File: src/rtl/shift_left2_if.sv
// Port bundle for the branch-offset scaler: immediate/PC inputs,
// pipeline controls, and the combinational plus EX/MEM registered results.
interface shift_left2_if #(
  parameter int WIDTH = 32
);
  logic [WIDTH-1:0] extdimm;
  logic [WIDTH-1:0] pc_plus4;
  logic             in_valid;
  logic             stall;
  logic             flush;
  logic [WIDTH-1:0] extdimmt4;
  logic             shift_ovf;
  logic [WIDTH-1:0] extdimmt4_q;
  logic [WIDTH-1:0] target_q;
  logic             out_valid;

  // Producer side: the decode stage driving the scaler and observing results.
  modport master (
    output extdimm,
    output pc_plus4,
    output in_valid,
    output stall,
    output flush,
    input  extdimmt4,
    input  shift_ovf,
    input  extdimmt4_q,
    input  target_q,
    input  out_valid
  );

  // Scaler side.
  modport slave (
    input  extdimm,
    input  pc_plus4,
    input  in_valid,
    input  stall,
    input  flush,
    output extdimmt4,
    output shift_ovf,
    output extdimmt4_q,
    output target_q,
    output out_valid
  );
endinterface

File: src/rtl/shift_left2.sv
// Branch-offset scaler: turns a sign-extended word offset into a byte offset
// and registers it together with the branch target for the EX/MEM boundary.
module shift_left2 #(
  parameter int WIDTH = 32,
  parameter int SHIFT = 2
) (
  input logic         clk,
  input logic         reset,
  shift_left2_if.slave bus
);

  // The shift alters the signed value unless the top SHIFT+1 bits all match.
  function automatic logic sign_bits_differ(input logic [WIDTH-1:0] value);
    logic [SHIFT:0] top_s;
    top_s = value[WIDTH-1 -: SHIFT+1];
    return !((top_s == '0) || (top_s == '1));
  endfunction

  logic [WIDTH-1:0] extdimmt4_s;
  logic             shift_ovf_s;
  logic [WIDTH-1:0] target_sum_s;

  logic [WIDTH-1:0] extdimmt4_r;
  logic [WIDTH-1:0] target_r;
  logic             out_valid_r;

  // Zero-latency scaling, overflow flag and modulo-2^WIDTH branch sum.
  always_comb begin
    extdimmt4_s  = bus.extdimm << SHIFT;
    shift_ovf_s  = sign_bits_differ(bus.extdimm);
    target_sum_s = bus.pc_plus4 + extdimmt4_s;
  end

  // EX/MEM register: reset beats flush, flush beats stall; data loads even when not valid.
  always_ff @(posedge clk) begin
    if (reset) begin
      extdimmt4_r <= '0;
      target_r    <= '0;
      out_valid_r <= 1'b0;
    end else if (bus.flush) begin
      extdimmt4_r <= '0;
      target_r    <= '0;
      out_valid_r <= 1'b0;
    end else if (bus.stall) begin
      extdimmt4_r <= extdimmt4_r;
      target_r    <= target_r;
      out_valid_r <= out_valid_r;
    end else begin
      extdimmt4_r <= extdimmt4_s;
      target_r    <= target_sum_s;
      out_valid_r <= bus.in_valid;
    end
  end

  assign bus.extdimmt4   = extdimmt4_s;
  assign bus.shift_ovf   = shift_ovf_s;
  assign bus.extdimmt4_q = extdimmt4_r;
  assign bus.target_q    = target_r;
  assign bus.out_valid   = out_valid_r;

endmodule

File: src/flat_wrapper.sv
// flat-port wrapper written by rule: the top's interface ports become plain ports
module shift_left2_flat 
#(
  parameter int WIDTH = 32,
  parameter int SHIFT = 2
)
  (clk, reset, bus_extdimm, bus_pc_plus4, bus_in_valid, bus_stall, bus_flush, bus_extdimmt4, bus_shift_ovf, bus_extdimmt4_q, bus_target_q, bus_out_valid);
  shift_left2_if #(.WIDTH(WIDTH)) bus_i ();
  input logic clk;
  input logic reset;
  input wire logic [$bits(bus_i.extdimm)-1:0] bus_extdimm;
  input wire logic [$bits(bus_i.pc_plus4)-1:0] bus_pc_plus4;
  input wire logic [$bits(bus_i.in_valid)-1:0] bus_in_valid;
  input wire logic [$bits(bus_i.stall)-1:0] bus_stall;
  input wire logic [$bits(bus_i.flush)-1:0] bus_flush;
  output wire logic [$bits(bus_i.extdimmt4)-1:0] bus_extdimmt4;
  output wire logic [$bits(bus_i.shift_ovf)-1:0] bus_shift_ovf;
  output wire logic [$bits(bus_i.extdimmt4_q)-1:0] bus_extdimmt4_q;
  output wire logic [$bits(bus_i.target_q)-1:0] bus_target_q;
  output wire logic [$bits(bus_i.out_valid)-1:0] bus_out_valid;
  assign bus_i.extdimm = bus_extdimm;
  assign bus_i.pc_plus4 = bus_pc_plus4;
  assign bus_i.in_valid = bus_in_valid;
  assign bus_i.stall = bus_stall;
  assign bus_i.flush = bus_flush;
  assign bus_extdimmt4 = bus_i.extdimmt4;
  assign bus_shift_ovf = bus_i.shift_ovf;
  assign bus_extdimmt4_q = bus_i.extdimmt4_q;
  assign bus_target_q = bus_i.target_q;
  assign bus_out_valid = bus_i.out_valid;
  shift_left2 #(.WIDTH(WIDTH), .SHIFT(SHIFT)) u_core (.clk(clk), .reset(reset), .bus(bus_i));
endmodule
File: config.mk
export PLATFORM = sky130hd
export DESIGN_NAME = shift_left2_flat
export DESIGN_NICKNAME = d
export VERILOG_FILES = /design/src/rtl/shift_left2_if.sv /design/src/rtl/shift_left2.sv /design/src/flat_wrapper.sv
export SDC_FILE = /design/constraint.sdc
export NUM_CORES = 1
export LEC_CHECK = 0
export CAP_MARGIN = 20
export CORE_ASPECT_RATIO = 1.75
export CORE_MARGIN = 3
export CORE_UTILIZATION = 44
export CTS_CLUSTER_DIAMETER = 200
export DETAILED_ROUTE_END_ITERATION = 10
export GPL_TIMING_DRIVEN = 0
export PLACE_DENSITY_LB_ADDON = 0.08
export SLEW_MARGIN = 10
export SYNTH_ARGS = -nofsm -noshare
export SYNTH_HDL_FRONTEND = slang
export SYNTH_SLANG_ARGS = --single-unit
File: constraint.sdc
create_clock -name clk -period 3.05 [get_ports clk]
set_input_delay 0.4575 -clock clk [delete_from_list [all_inputs] [get_ports clk]]
set_output_delay 0.4575 -clock clk [all_outputs]
set_load 0.1 [all_outputs]
Figure 1. Placed cells, one colour a class.
Scale: 3 px per µm.
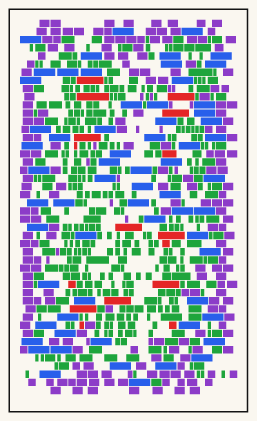
blue -> registers  # cells 63, share of their area 21%
red -> clock drivers and dummy loads  # cells 16, share of their area 5.0%
purple -> remaining buffers and delay cells  # cells 218, share of their area 33%
green -> remaining logic cells  # cells 385, share of their area 42%

Figure 2. Wires at chosen ports, followed through buffers.
Scale: 4 px per µm.
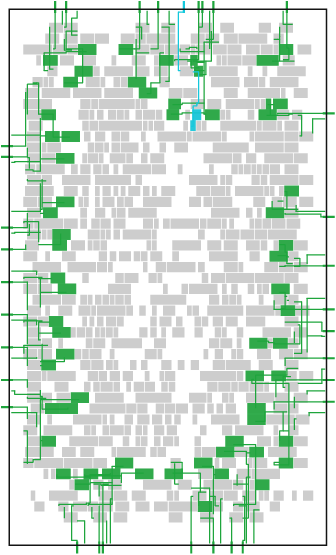
cyan -> reset  # bits 1, direction input, end cells 2, buffers 1, wire 33.6 µm
green -> bus_extdimm  # bits 32, direction input, end cells 64, buffers 92, wire 1390 µm

Figure 3. Clock routing.
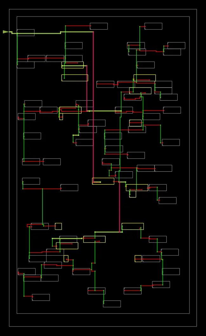
cts bufs inserted: 9
latest clock arrival within the worst-skew pair: 0.32 ns
number of flip-flops and latches: 63
Fin Clk Skew: 0 ns

Figure 4. The metal 3 layer.
Scale: 4 px per µm. Cells faint in the background.
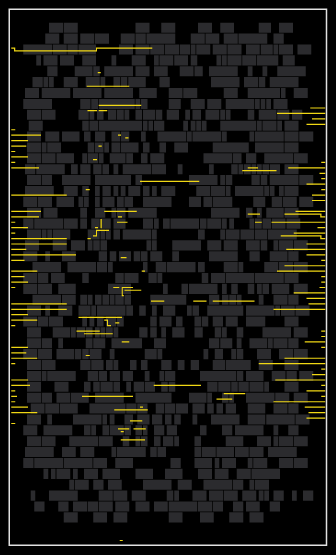
share of all routed wire = 5.3%
main direction = horizontal
longest straight run = 20.5 µm
wire length on this layer = 667 µm
nets with wire on the layer = 116
vias after detailed routing: 4269
routed wire length: 12.5 mm
met3 Usage GRT: 0.0501

==> routing by layer <==
layer	wire length (µm)	share of wire	track usage	up-vias
met1	4730	0.38	0.259	1976
li1	-	-	-	2099
met2	6680	0.53	0.437	164
met4	435	0.035	0.111	0
met3	667	0.053	0.0501	30
met5	0	0	0	-
==> logic make-up (layout without fill, tap and decap cells) <==
logic type | count (synthesis) | after routing
AND-OR/OR-AND | 119 | 119
multiplexers | 36 | 36
other | 1 | 4
flip-flops | 63 | 63
buffers and inverters | 67 | 247
adder cells (fa/ha/maj) | 30 | 30
XOR/XNOR | 18 | 18
AND/OR/NAND/NOR | 165 | 165
==> state kept, by name, indices dropped and copies added, names as in the netlist <==
signal / cells
u_core.bus.out_valid: 1
u_core.bus.extdimmt4_q: 30
u_core.bus.target_q: 32
==> run summary <==
Results of the run.

The flow ran to the end, and the final reports show no timing, DRC or antenna violations. For reference, the critical path is captured by u_core.bus.target_q[28]. Multi-input logic gates represent a cell area share of 0.399. The setup TNS after final layout is 0 ns. The total overflow left after global routing is 0. By instance count after routing, the leading logic cell types are 158 x sky130_fd_sc_hd__clkdlybuf4s50_1, 67 x sky130_fd_sc_hd__nor2_1, 63 x sky130_fd_sc_hd__dfxtp_1, 40 x sky130_fd_sc_hd__a21oi_1, 37 x sky130_fd_sc_hd__buf_4. The cell type with the highest aggregate area in the netlist is sky130_fd_sc_hd__dfxtp_1. The worst hold-check path type is register to register.

The buffer type at the clock tree root is sky130_fd_sc_hd__clkbuf_16. The number of clock buffer instances in the layout is 11. Per the synth log, the flip-flop and latch total comes to roughly 63. The combined flip-flop and latch cell area is approximately 1300 µm². The post-cts hold buffer count is 0. TritonCTS built the clock tree.

The number of global-route vias before repair was 4291. For this design, Yosys synthesis ends with a cell count of 499. The unique cell type count in the Yosys netlist is roughly 58.

Along the worst hold path, the cell count comes to 2. The finished layout reports a core utilization of 0.682. The CTS log lists the clock sinks for this run as 63.

The routed length per instance is 15.6 µm. Prior to clock tree synthesis, the placed netlist has a worst setup slack of -0.477 ns. The clock slew seen by the registers of the worst setup and hold paths is 0.06 ns. Per the OpenROAD floorplan log, the height of the die is about 130 µm. The portion of the layout cell area used by non-clock buffers is 0.317. The detailed placement HPWL is between 9 and 10 mm. The maximum number of pins on one net before global-route repair is 12. The final worst setup slack is between 0.09 and 0.1 ns. The floorplan step defined a die boundary enclosing 10500 µm².

The synthesis stats list as the most numerous cell sky130_fd_sc_hd__nor2_1. The setup fix buffers added after clock tree synthesis is 3. The report lists the number of standard-cell rows as ~46. The slowest stage of the critical path belongs to the cell sky130_fd_sc_hd__or4_4. STA lists the endpoint of the worst register-to-register path as u_core.bus.target_q[20]. The launch point of the critical path is bus_extdimm[0]. The sequential cell area fraction in the yosys report is 0.308.

Along the worst path, the maximum fanout reaches 4. Per STA, the worst path is made up of dlygate4sd2_1, ha_2, inv_2, fa_2, and2b_1, o211ai_1, a211o_4, a211oi_4, a41oi_2, or4_4, o211ai_2. The share of the synthesized netlist area taken by xor and xnor gates is 0.0385. The internal power component is around 1900 µW. The share of synthesized area in the top cell type comes to 0.308.

Per the synthesis report, the simple-gate share of the synthesized area is 0.189. The register-to-register setup slack is around 2.3 ns. Of the total power, registers draw 0.285. Summed over all combinational cells, the power is ~1200 µW. The first-pass GRT wire length is 20.2 mm. Of the total synthesized cell area, the portion taken by AND-OR and OR-AND cells is 0.189. Of the total power, combinational logic draws 0.382. Including well taps, the total number of placed cells is between 700 and 800. Yosys reported that registers with async set or reset make up 0. The final count of negative-setup-slack endpoints is 0. The fraction of final layout cells sized beyond drive strength 1 is 0.104. The multi-input combinational cells in the finished layout cover a total of 2470 µm². Per the post-run analysis, buffers plus inverters along the critical path come to 2.

Among the non-sequential cells, simple AND/OR/NAND/NOR gates take the most area. The critical hold path startpoint is u_core.bus.target_q[22]. The horizontal extent of the die is between 70 and 80 µm. The pin closest to its max-slew limit shows a slew of 1.01 ns. The repair_antennas step left the layout with diodes totalling 0. For the worst reg-to-reg path, the startpoint reported by OpenROAD is u_core.bus.target_q[20]. The count of buffers not belonging to the clock network in the layout is 218. The number of warnings in the stage logs is 26. The critical path crosses 11 cells after its start point. The average via count per standard cell is around 5.3.

The worst setup path is captured at a register. The area growth from synthesis to layout is 51.4%. The reported max-cap violation count is 0. The data required time at the worst endpoint is about 3.3 ns. The switching power share of the total is 0.387. The cell area reported after detailed placement is 5880 µm². Per report_power, the top consumer among the power groups is combinational cells. The number of detailed-route iterations in the first pass is 4. The number of max-slew violations in the final report is 0. The report lists the number of cells resized after CTS as 7. 167 I/O pins were placed. In the post-synthesis netlist, the biggest area contributors are sky130_fd_sc_hd__dfxtp_1 31%, sky130_fd_sc_hd__ha_1 8.9%, sky130_fd_sc_hd__mux2i_1 8.8%, sky130_fd_sc_hd__buf_4 6.2%, sky130_fd_sc_hd__nor2_1 6.1%. The synthesis run shows the most used standard cells to be 67 x sky130_fd_sc_hd__nor2_1, 63 x sky130_fd_sc_hd__dfxtp_1, 40 x sky130_fd_sc_hd__a21oi_1. The class of the most critical setup path is input pin to register. The final non-filler cell total is between 800 and 900. The final layout report lists a filler cell count of a little over 800. The floorplan core density is 0.450. Of the total standard cell area in the layout, the sequential portion is 0.203. The count of flip-flops with a built-in enable after synthesis is 0. The worst register-to-register path depth is 1.

The most frequent logic cell in the layout is sky130_fd_sc_hd__clkdlybuf4s50_1. The final timing report derives a shortest allowable period of roughly 3 ns. The count of multi-input combinational gates is between 300 and 400.

The flow reported a cell area power density of approximately 500 nW/µm². Static timing analysis puts the maximum clock frequency at 0.338 GHz. The fraction of synthesized area in multiplexers is 0.0880. The non-clock inverters instantiated in the layout total 13. The maximum vdd ir drop is ~0.00035 V.

The gate family responsible for the most delay along the worst path is AND-OR/OR-AND gates. The design area is 6200 µm². Among all flip-flop cells after synthesis, the most frequent one is sky130_fd_sc_hd__dfxtp_1. Counting along the longest clock path gives a buffer depth of 2. The worst relative slew slack is 0.323. The endpoint of the worst hold path is reported as u_core.bus.target_q[22]. The kind of start point of the critical path is an input pin. The deepest level of the CTS H-tree is 3. The number of warnings printed during yosys synthesis is 0. The power of the clock network is approximately 1000 µW. The leakage power is ~0.0025 µW. The power attributed to sequential cells is slightly below 900 µW. The chip area estimate from yosys synthesis is slightly above 4000 µm². The number of antenna violations at the first check in global routing came to 0.

The number of hold violations in the final report is 0. Synthesis produced a netlist whose cell count is 499.
Power figures rest on the tool's default switching activity, not on a simulated workload.
